`config.mk`:
```
export PLATFORM = sky130hd
export DESIGN_NAME = dram_arbiter
export DESIGN_NICKNAME = d
export VERILOG_FILES = /design/src/rtl/dram_arb_pkg.sv /design/src/rtl/arb_starve_counter.sv /design/src/rtl/dram_arbiter.sv
export SDC_FILE = /design/constraint.sdc
export NUM_CORES = 1
export LEC_CHECK = 0
export ABC_AREA = 1
export CAP_MARGIN = 20
export CELL_PAD_IN_SITES_DETAIL_PLACEMENT = 0
export CELL_PAD_IN_SITES_GLOBAL_PLACEMENT = 2
export CORE_ASPECT_RATIO = 0.75
export CORE_UTILIZATION = 10
export CTS_CLUSTER_DIAMETER = 150
export DETAILED_ROUTE_END_ITERATION = 12
export PLACE_DENSITY_LB_ADDON = 0.25
export RECOVER_POWER = 100
export SYNTH_ARGS = -nofsm -noshare
export SYNTH_HDL_FRONTEND = slang
export SYNTH_SLANG_ARGS = --single-unit
```
`constraint.sdc`:
```
create_clock -name clock -period 1.7 [get_ports clock]
set_input_delay 0.17 -clock clock [delete_from_list [all_inputs] [get_ports clock]]
set_output_delay 0.17 -clock clock [all_outputs]
set_load 0.005 [all_outputs]
```
`src/rtl/dram_arb_pkg.sv`:
```
// Shared types and constants for the data-RAM arbiter between the core and the host/DMA port.
package dram_arb_pkg;

    typedef enum logic [1:0] {RSP_NONE, RSP_CORE, RSP_HOST} rsp_t;

    localparam int MAXWAIT_DEFAULT = 4;
    localparam int WAITCNT_W       = 4;

endpackage

```
`src/rtl/arb_starve_counter.sv`:
```
// Saturating count of cycles a host request has been blocked; expired hands the host priority.
module arb_starve_counter
    import dram_arb_pkg::*;
#(
    parameter int MAXWAIT = MAXWAIT_DEFAULT
) (
    input  logic clock,
    input  logic nreset,
    input  logic h_req,
    input  logic h_gnt,
    output logic expired
);

    localparam logic [WAITCNT_W-1:0] WAIT_LIMIT = WAITCNT_W'(MAXWAIT);

    logic [WAITCNT_W-1:0] waitcnt;
    logic [WAITCNT_W-1:0] waitcnt_next;

    always_comb begin
        waitcnt_next = waitcnt;
        if (!h_req || h_gnt) begin
            waitcnt_next = '0;
        end else if (waitcnt != WAIT_LIMIT) begin
            waitcnt_next = waitcnt + 1'b1;
        end
    end

    always_ff @(posedge clock or negedge nreset) begin
        if (!nreset) begin
            waitcnt <= '0;
        end else begin
            waitcnt <= waitcnt_next;
        end
    end

    assign expired = (waitcnt == WAIT_LIMIT);

endmodule

```
`src/rtl/dram_arbiter.sv`:
```
// Shares the single-port data RAM between the core (default priority) and the host/DMA port,
// with a starvation counter that bounds how long the host can be locked out.
module dram_arbiter
    import dram_arb_pkg::*;
#(
    parameter int ADDRWIDTH = 12,
    parameter int DATAWIDTH = 32,
    parameter int MAXWAIT   = MAXWAIT_DEFAULT
) (
    input  logic                 clock,
    input  logic                 nreset,
    input  logic                 c_req,
    input  logic                 c_we,
    input  logic [ADDRWIDTH-1:0] c_addr,
    input  logic [DATAWIDTH-1:0] c_wdata,
    output logic                 c_gnt,
    output logic                 c_stall,
    output logic                 c_rvalid,
    output logic [DATAWIDTH-1:0] c_rdata,
    input  logic                 h_req,
    input  logic                 h_we,
    input  logic [ADDRWIDTH-1:0] h_addr,
    input  logic [DATAWIDTH-1:0] h_wdata,
    output logic                 h_gnt,
    output logic                 h_rvalid,
    output logic [DATAWIDTH-1:0] h_rdata,
    output logic                 m_en,
    output logic                 m_we,
    output logic [ADDRWIDTH-1:0] m_addr,
    output logic [DATAWIDTH-1:0] m_wdata,
    input  logic [DATAWIDTH-1:0] m_rdata
);

    logic expired;
    rsp_t rsp_state;
    rsp_t rsp_next;

    arb_starve_counter #(
        .MAXWAIT (MAXWAIT)
    ) u_starve (
        .clock   (clock),
        .nreset  (nreset),
        .h_req   (h_req),
        .h_gnt   (h_gnt),
        .expired (expired)
    );

    // Grants are masked by nreset so the RAM sees no access while reset is held.
    assign h_gnt   = nreset & h_req & (~c_req | expired);
    assign c_gnt   = nreset & c_req & ~h_gnt;
    assign c_stall = c_req & ~c_gnt;

    always_comb begin
        m_en    = 1'b0;
        m_we    = 1'b0;
        m_addr  = '0;
        m_wdata = '0;
        if (h_gnt) begin
            m_en    = 1'b1;
            m_we    = h_we;
            m_addr  = h_addr;
            m_wdata = h_wdata;
        end else if (c_gnt) begin
            m_en    = 1'b1;
            m_we    = c_we;
            m_addr  = c_addr;
            m_wdata = c_wdata;
        end
    end

    always_comb begin
        rsp_next = RSP_NONE;
        if (c_gnt && !c_we) begin
            rsp_next = RSP_CORE;
        end else if (h_gnt && !h_we) begin
            rsp_next = RSP_HOST;
        end
    end

    always_ff @(posedge clock or negedge nreset) begin
        if (!nreset) begin
            rsp_state <= RSP_NONE;
        end else begin
            rsp_state <= rsp_next;
        end
    end

    // Response data is gated so an idle port never sees stale RAM output.
    assign c_rvalid = (rsp_state == RSP_CORE);
    assign h_rvalid = (rsp_state == RSP_HOST);
    assign c_rdata  = c_rvalid ? m_rdata : '0;
    assign h_rdata  = h_rvalid ? m_rdata : '0;

endmodule

```
run_1/congestion_map.png
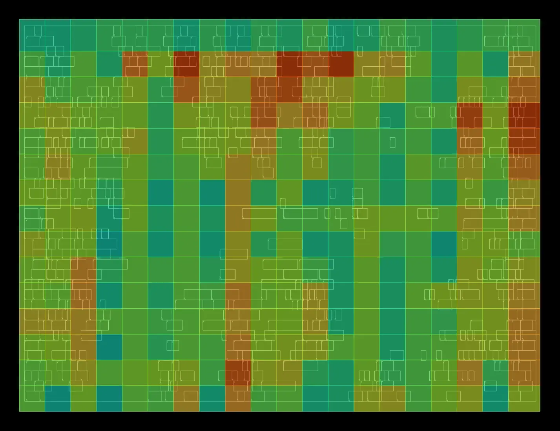
M3 GR Usage: 3.80%
gr busiest metal: met2
Global Route met2 Usage: 24.6%
routed len/inst: 12.7 um
Final Core Density: 33.6%

run_1/port_trees.png
Scale bar: 50 um.
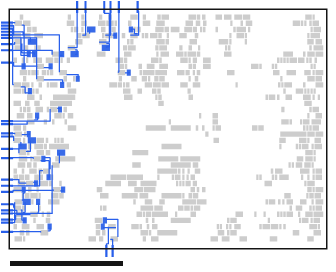
Blue is c_wdata, bits 32, direction input, edge 24 west, 6 north, 2 south, end cells 32, buffers 32, wire 623 um.
Port Buffers: 240
IO Pins: 241

run_1/m1.png
Supply wires on this layer in grey. Cells faint in the background.
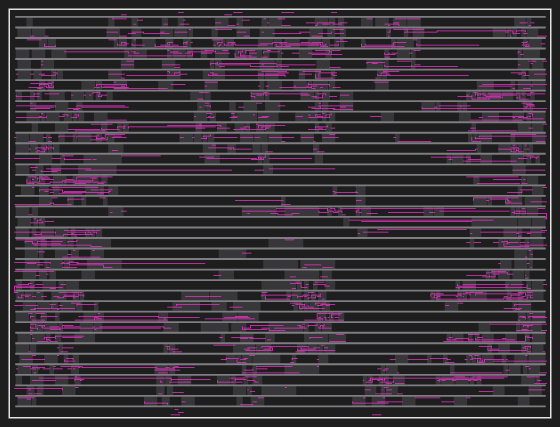
The layer carries 3,510 um of wire. The layer holds 36% of the routed length. The wires run mostly horizontal. The longest straight run is 37.7 um.
DRT Wirelength: 9670 um
met1 Usage GRT: 12.1%
via count: 2,929

==> results.sh, run 1 <==
# physical design summary
export IMPL_status="finished with violations"
export IMPL_violations="setup timing"
export IMPL_ir_worst_vdd_mv=0.263
export IMPL_seq_cells=6
export IMPL_fin_ws_ns=-0.246
export IMPL_clock_sinks=6
export IMPL_layout_nets=718
export IMPL_setup_viol=47
export IMPL_simple_gate_share_pct=65.7
export IMPL_cp_common_cell="buf_6"
export IMPL_sh_comb_area_pct=25.2
export IMPL_ys_cells=299
export IMPL_critical_path_max_fanout=7
export IMPL_cp_slowest_cell="dfrtp_1"
export IMPL_hold_path_startpoint="c_we"
export IMPL_clockBufferDepth=2
export IMPL_maxUsedRoutingLayer="met4"
export IMPL_cp_end_kind="output port"
export IMPL_finClkSkew_ns=0.000974
export IMPL_avgSynthCellArea_um2=4.75
export IMPL_coreArea_um2=13800
export IMPL_gp_congestion=0.761
export IMPL_n_all_inverters=43
export IMPL_cts_tree="yes"
export IMPL_taps=175
export IMPL_cts_root_buf="clkbuf_16"
export IMPL_wl_met3_um=963
export IMPL_rows=37
export IMPL_drt_met1_wl_um=3510
export IMPL_crit_arrival_ns=1.78
export IMPL_numCtsBuffers=3
export IMPL_switching_share_pct=29.9
export IMPL_comb_area_um2=1170
-- run 1: registers in the layout, indices dropped and copies added, names as in the netlist --
name              flops
u_starve.waitcnt      4
rsp_state             2
-- run 1: metrics by stage --
step | hold WS, ns | std cells | cell area (um^2)
after global routing | 0.565 | 763 | 4640
after floorplan | -0.126 | 299 | 1420
after global placement | 0.579 | 714 | 4150
after detailed placement | 0.584 | 714 | 4150
after CTS | 0.356 | 751 | 4530
final | 0.536 | 763 | 4640
-- run 1: cell families (layout without fill, tap and decap cells) --
kind of cell,after synthesis,in the layout
AOI/OAI and AO/OA,2,2
xor gates and xnor gates,1,1
adders and majority gates,2,2
buffers and inverters,62,351
DFF,6,6
and+or+nand+nor,226,226
-- run 1: Yosys cell counts --
| library cell | n | share of area, % |
|---|---|---|
| nand2_1 | 103 | 27 |
| nor2_1 | 71 | 19 |
| nand3_1 | 47 | 17 |
| inv_1 | 42 | 11 |
| clkbuf_1 | 8 | 2.1 |
| buf_6 | 6 | 4.8 |
| dfrtp_1 | 6 | 11 |
| buf_1 | 4 | 1.1 |
| nand4_1 | 3 | 1.3 |
| ha_1 | 2 | 1.8 |
| a21boi_0 | 1 | 0.53 |
| a21oi_4 | 1 | 1.1 |
| and2_2 | 1 | 0.53 |
| buf_2 | 1 | 0.35 |
| inv_2 | 1 | 0.26 |
| nand3_4 | 1 | 1.2 |
| xnor2_1 | 1 | 0.62 |
-- run 1: cell usage in the layout (no fill, tap or decap), types with 21 or more instances in the layout --
master / netlist / routed
nand2_2: 0 / 36
buf_6: 6 / 21
nor2_1: 71 / 69
dlygate4sd2_1: 0 / 40
buf_4: 0 / 26
nand2_1: 103 / 65
nand3_1: 47 / 38
buf_2: 1 / 39
inv_1: 42 / 40
clkdlybuf4s50_1: 0 / 126
-- run 1: critical path, delay by kind of cell, from the launching register on --
family | cells | cell delay [ns]
buffers and inverters | 6 | 0.64
AOI/OAI and AO/OA | 1 | 0.17
adders and majority gates | 1 | 0.15
DFF | 1 | 0.37
and+or+nand+nor | 3 | 0.21
-- run 1: repair_timing --
item / in CTS / in global routing
resized: 233 / 137
pin swaps: 5 / 33
endpoints found under the setup margin: 83 / 61
setup buffers: 30 / 15
cloned: 5 / 2
-- run 1: power by group through the flow --
stage | clock network [mW] | logic, mW | registers [mW]
finish | 0.379 | 0.946 | 0.162
global route | 0.395 | 1.03 | 0.163
CTS | 0.386 | 0.918 | 0.163
detailed placement | 0 | 0.855 | 0.163
global placement | 0 | 0.855 | 0.163
floorplan | 0 | 0.240 | 0.168
-- run 1: worst max path at each step --
stage,start,to,slack [ns]
after floorplan,u_starve.waitcnt[0],m_wdata[10],0.12
after global placement,h_req,m_wdata[27],-0.37
after detailed placement,h_req,m_addr[3],-0.39
after CTS,u_starve.waitcnt[0],m_wdata[22],-0.44
after global routing,u_starve.waitcnt[0],m_wdata[27],-0.35
final,u_starve.waitcnt[0],m_wdata[9],-0.25
-- run 1: per-layer routing --
| layer | vias up | global-route usage [%] |
|---|---|---|
| met3 | 9 | 3.80 |
| met1 | 1288 | 12.1 |
| li1 | 1475 | - |
| met4 | 0 | 2.35 |
| met2 | 157 | 24.6 |
| met5 | - | 0 |
## Run 2: what changed since run 1
--- a/config.mk
+++ b/config.mk
@@ -7,14 +7,14 @@
 export LEC_CHECK = 0
 export ABC_AREA = 1
 export CAP_MARGIN = 20
-export CELL_PAD_IN_SITES_DETAIL_PLACEMENT = 0
-export CELL_PAD_IN_SITES_GLOBAL_PLACEMENT = 2
-export CORE_ASPECT_RATIO = 0.75
-export CORE_UTILIZATION = 10
+export CORE_AREA = 2 2 94 96
 export CTS_CLUSTER_DIAMETER = 150
+export CTS_CLUSTER_SIZE = 40
 export DETAILED_ROUTE_END_ITERATION = 12
+export DIE_AREA = 0 0 96 98
 export PLACE_DENSITY_LB_ADDON = 0.25
 export RECOVER_POWER = 100
+export SKIP_LAST_GASP = 1
 export SYNTH_ARGS = -nofsm -noshare
 export SYNTH_HDL_FRONTEND = slang
 export SYNTH_SLANG_ARGS = --single-unit
run_2/congestion_map.png
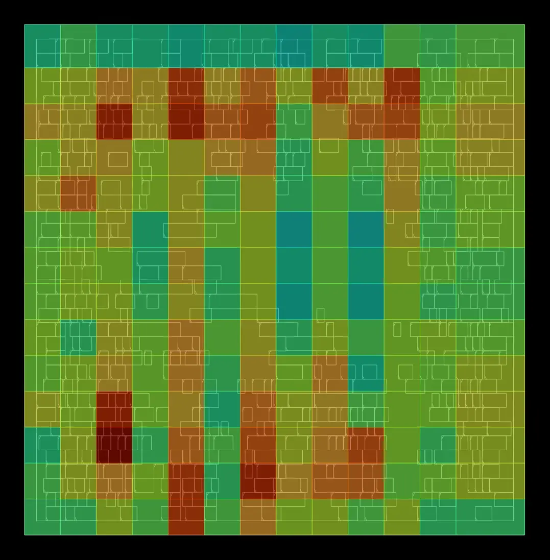
routed len/inst: 15.1 um
met1 Usage GRT: 16.6%
Global Route met2 Usage: 37.6%
Total GRT Usage: 18.0%

run_2/m1.png
Supply wires on this layer in grey. Cells faint in the background.
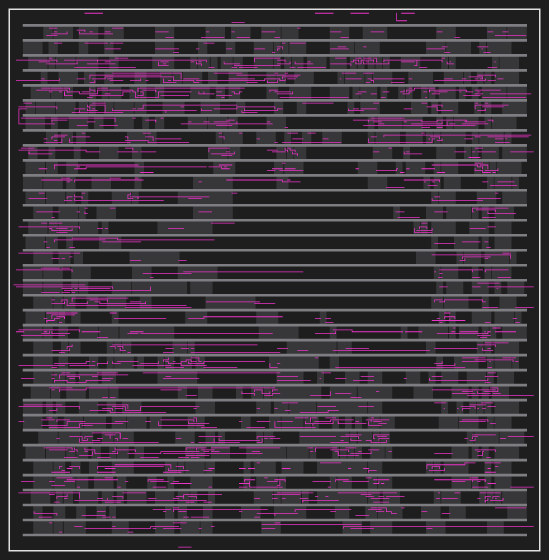
The wires run mostly horizontal. 563 nets have wire on it. The longest straight run is 34.5 um. The layer holds 31% of the routed length.
via count: 2,898
DRT Wirelength: 10,100 um

==> run 2 against run 1 <==
  * The flow still finishes with violations (setup timing)
  * Critical path type unchanged
  * Core utilization is 19 points higher
  * Power is 12% lower
  * Critical path depth stayed put
  * First-iteration DRC count is 30% higher
  * Routed wire length is 4.9% higher
  * Highest routed layer unchanged
  * Count of clock-buffer cells in the layout stayed put
  * Area after synthesis stayed put
  * Register-to-register slack worse by 0.25 ns
  * Die area is 36% lower
==> results.sh, run 2 <==
# physical design summary
export IMPL_setup_viol=67
export IMPL_clock_sinks=6
export IMPL_cp_top_family="buffers and inverters"
export IMPL_top_cell_area_share_pct=27.2
export IMPL_critical_path_max_fanout=6
export IMPL_fin_cells=672
export IMPL_ys_top_cells_by_count="103 x nand2_1, 71 x nor2_1, 47 x nand3_1"
export IMPL_design_area_um2=4470
export IMPL_clockBufferDepth=2
export IMPL_gp_congestion=0.842
export IMPL_placedInstanceArea_um2=4010
export IMPL_coreArea_um2=8470
export IMPL_fin_ws_ns=-0.254
export IMPL_io_pins=241
export IMPL_portBuffers=240
export IMPL_async_reset_ff_share_pct=100
export IMPL_top_area_cell="nand2_1"
export IMPL_ys_cells=299
export IMPL_cts_tree="yes"
export IMPL_violations="setup timing"
export IMPL_status="finished with violations"
run_2/port_trees.png
Scale bar: 20 um.
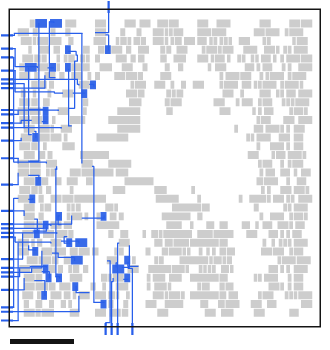
Blue is c_wdata, bits 32, direction input, edge 27 west, 4 south, 1 north, end cells 32, buffers 32, wire 875 um.

run 2: cell types whose count changed in the layout (fill, tap and decap cells not counted), sizes merged, moves of 2 or more:
cell / change
buf: -20
clkbuf: -15
clkdlybuf4s15: -6
clkdlybuf4s50: +2
dlygate4sd2: -6
dlymetal6s2s: +17
dlymetal6s4s: +5
run 2: cell type report:
type / instances / area, um^2
Clock buffer: 3 / 41.3
Fill cell: 845 / 4000
Inverter: 43 / 161
Multi-Input combinational cell: 231 / 1210
Sequential cell: 6 / 150
Tap cell: 108 / 135
Timing Repair Buffer: 281 / 2770
run 2: where the power goes:
group          internal [mW]  total [mW]  switching, mW
combinational          0.574       0.945          0.372
clock                  0.152       0.206         0.0543
sequential             0.155       0.163        0.00871
total                  0.880        1.31          0.435
run 2: metrics by stage:
stage	power [mW]	TNS [ns]	hold WS (ns)	util, %	setup slack, ns
after floorplan	0.409	0	-0.126	-	0.125
after global placement	0.995	-15.61	0.528	47.4	-0.368
after detailed placement	1.01	-17.19	0.548	47.4	-0.412
after CTS	1.30	-10.53	0.325	51.0	-0.294
after global routing	1.40	-17.20	0.438	52.8	-0.330
final	1.31	-10.23	0.413	52.8	-0.254
run 2: worst min path at each step:
| stage | cells after the start | slack, ns | from | end |
|---|---|---|---|---|
| after floorplan | 0 | -0.13 | nreset | rsp_state[0] |
| after global placement | 2 | 0.53 | nreset | u_starve.waitcnt[2] |
| after detailed placement | 2 | 0.55 | nreset | u_starve.waitcnt[2] |
| after CTS | 2 | 0.33 | nreset | u_starve.waitcnt[2] |
| after global routing | 2 | 0.44 | nreset | u_starve.waitcnt[2] |
| final | 2 | 0.41 | nreset | u_starve.waitcnt[2] |
run 2: metal layers:
metal  GRT usage [%]  wire length (um)  up-vias
met3            4.71              1020       12
met5               0                 0        -
met1            16.6              3190     1298
met4            3.85               137        0
met2            37.6              5800      161
li1                -                 -     1427
run 2: cell families (layout without fill, tap and decap cells):
kind of cell,after synthesis,count (layout),share of synthesized area [%]
xor gates and xnor gates,1,1,0.617
buffers and inverters,62,327,19.7
DFF,6,6,10.6
adders and majority gates,2,2,1.76
AOI/OAI and AO/OA,2,2,1.68
and+or+nand+nor,226,226,65.7
run 2: worst reg2reg max path, delay by kind of cell, from the launching register on:
kind          cells  cell delay, ns
fa+ha+maj         1            0.17
simple gates      5            0.56
flops             1            0.36
buf+inv           3            0.42
run 2: repair_timing:
item,4_1_cts,5_1_grt
resized,266,80
pin swaps,38,5
hold buffers,0,0
setup endpoints to repair,83,82
setup buffers,16,4
cloned,7,4
## Run 3: what changed since run 2
--- a/config.mk
+++ b/config.mk
@@ -12,9 +12,10 @@
 export CTS_CLUSTER_SIZE = 40
 export DETAILED_ROUTE_END_ITERATION = 12
 export DIE_AREA = 0 0 96 98
-export PLACE_DENSITY_LB_ADDON = 0.25
+export PLACE_DENSITY = 0.66
 export RECOVER_POWER = 100
 export SKIP_LAST_GASP = 1
 export SYNTH_ARGS = -nofsm -noshare
 export SYNTH_HDL_FRONTEND = slang
 export SYNTH_SLANG_ARGS = --single-unit
+export TNS_END_PERCENT = 1
run_3/m2.png
Cells faint in the background.
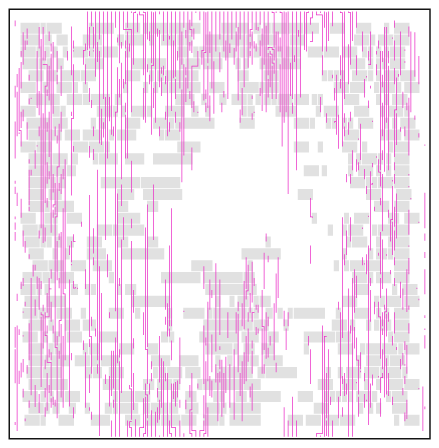
The layer carries 4,700 um of wire. 559 nets have wire on it.
Global Route met2 Usage: 30.3%
DRT Wirelength: 9020 um

run_3/m1.png
Supply wires on this layer in grey. Cells faint in the background.
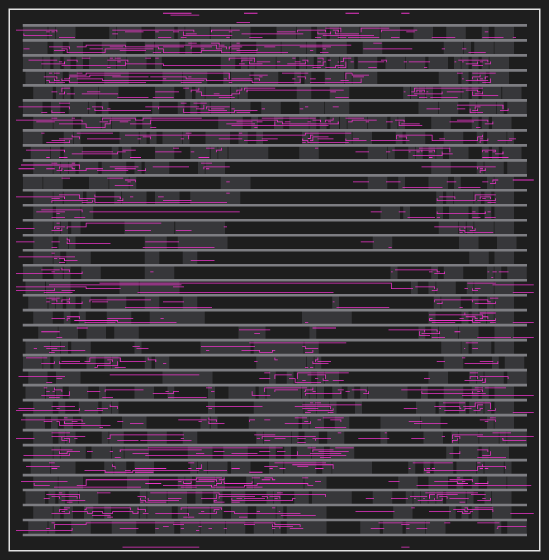
via count: 2,797
met1 Usage GRT: 15.5%

==> run 3 against run 2 <==
  * The flow still finishes with violations (setup timing)
  * Cell area is 0.64% higher
  * Area after synthesis unchanged
  * Critical path type unchanged
  * Cell count is 0.74% lower
  * Sequential power hardly changed
  * Core utilization is 0.34 points higher
  * Clock skew decreased by 0.00083 ns
  * Flip-flop count is the same
  * Count of clock-buffer cells in the layout unchanged
  * Power down 1.6%
  * Die area stayed put
  * First-iteration DRC count increased by 21%
  * Via count fell by 3.5%
==> results.sh, run 3 <==
# physical design summary
export IMPL_violations="setup timing"
export IMPL_async_reset_ff_share_pct=100
export IMPL_final_cell_mix="192 x clkdlybuf4s50_1, 97 x nand2_1, 71 x nor2_1, 47 x nand3_1, 42 x dlymetal6s2s_1"
export IMPL_p_int_uw=903
export IMPL_io_pins=241
export IMPL_lay_top_count="clkdlybuf4s50_1"
export IMPL_placed_cells=640
export IMPL_grt_use_total_pct=15.3
export IMPL_coreArea_um2=8470
export IMPL_status="finished with violations"
export IMPL_critical_path_max_fanout=7
export IMPL_p_seq_share_pct=12.6
export IMPL_largest_reg_flops=4
export IMPL_fin_ws_ns=-0.269
export IMPL_power_switching_uw=391
export IMPL_cp_end_kind="output port"
export IMPL_setup_viol=84
export IMPL_placedInstanceArea_um2=3990
export IMPL_combPwrFrac_pct=71.6
export IMPL_cts_tree="yes"
export IMPL_largest_register="u_starve.waitcnt"
export IMPL_design_area_um2=4500
export IMPL_layout_nets=689
export IMPL_numCtsBuffers=3
export IMPL_ff_type="dfrtp_1"
export IMPL_logic_family="simple AND/OR/NAND/NOR gates"
export IMPL_portBuffers=240
export IMPL_finClkSkew_ns=0.00181
export IMPL_reg_top3="u_starve.waitcnt: 4 flops, rsp_state: 2 flops"
export IMPL_rows=34
export IMPL_clkPwrFrac_pct=15.8
export IMPL_area_leaders="nand2_1 27%, nor2_1 19%, nand3_1 17%"
export IMPL_aoi_share_pct=1.68
export IMPL_num_fill_cells=848
export IMPL_mux_share_pct=0
export IMPL_cts_root_buf="clkbuf_8"
export IMPL_ys_top_cells_by_count="103 x nand2_1, 71 x nor2_1, 47 x nand3_1"
export IMPL_switching_share_pct=30.2
export IMPL_top_cell="nand2_1"
export IMPL_top_area_cell="nand2_1"
export IMPL_top_cell_area_share_pct=27.2
export IMPL_clock_sinks=6
export IMPL_avgSynthCellArea_um2=4.75
export IMPL_synth_edff_count=0
export IMPL_clkLatencyLatePin_ns=0.22
export IMPL_gp_congestion=0.776
export IMPL_crit_arrival_ns=1.80
export IMPL_ys_cells=299
export IMPL_fin_cells=667
run_3/port_trees.png
Scale bar: 20 um.
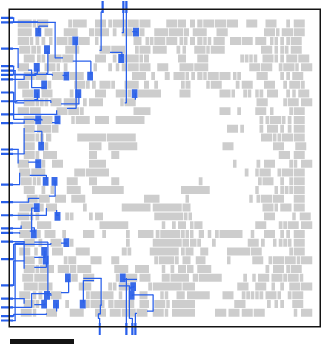
Blue is c_wdata, bits 32, direction input, edge 25 west, 4 south, 3 north, end cells 32, buffers 32, wire 596 um.

run 3: final timing paths:
kind / endpoint / slack, ns / cells after the start / start
max in group asynchronous: rsp_state[1] / 1.29 / 2 / nreset
setup reg to reg: rsp_state[0] / 0.24 / 9 / u_starve.waitcnt[0]
min in group clock: rsp_state[0] / 0.53 / 2 / c_we
hold reg to reg: u_starve.waitcnt[3] / 0.61 / 3 / u_starve.waitcnt[3]
setup / recovery: m_addr[10] / -0.27 / 11 / u_starve.waitcnt[0]
hold / removal: u_starve.waitcnt[3] / 0.29 / 2 / nreset
run 3: critical path, stage by stage, from the launching register on:
cell	delay, ns
dfrtp_1	0.38
inv_2	0.08
ha_4	0.15
nand3_4	0.09
a21oi_4	0.18
buf_12	0.14
buf_6	0.10
clkbuf_16	0.14
buf_12	0.10
nand2_1	0.04
nand2_1	0.06
dlymetal6s2s_1	0.12
run 3: final cells by class:
cell class,count,area (um^2),area share [%]
well taps,108,135,3.00
clock buffers,3,41.3,0.918
inverters,43,161,3.59
repair buffers,276,2980,66.3
multi-input cells,231,1030,22.8
flip-flops and latches,6,150,3.34
run 3: power by group through the flow:
stage	Sequential (mW)	Clock [mW]	Combinational, mW
global route	0.165	0.217	1.01
global placement	0.163	0	0.825
finish	0.163	0.205	0.926
detailed placement	0.163	0	0.838
CTS	0.162	0.210	0.865
floorplan	0.168	0	0.240
run 3: metrics by stage:
step,worst slack (ns),hold slack [ns],setup TNS (ns)
floorplan,0.125,-0.126,0
global placement,-0.346,0.504,-14.11
detailed placement,-0.376,0.521,-15.92
CTS,-0.504,0.290,-25.28
global route,-0.360,0.326,-21.77
finish,-0.269,0.291,-10.77
run 3: cell families after synthesis:
family	Yosys count
adder cells (fa/ha/maj)	2
flip-flops	6
AND/OR/NAND/NOR	226
XOR/XNOR	1
AND-OR/OR-AND	2
buffers and inverters	62
run 3: routing by layer:
layer  up-vias  routed length (um)  track usage (%)
met5         -                   0                0
met2       162                4700             30.3
met1      1216                3340             15.5
li1       1413                   -                -
met3         6                 898             3.55
met4         0                  81             3.30
run 3: timing repair:
action / CTS / global route
hold buffers: 0 / 0
pin swaps: 0 / 6
gates resized: 7 / 70
gates cloned: 1 / 7
endpoints found under the setup margin: 89 / 114
setup buffers: 0 / 16
Power and IR drop assume default switching activity.
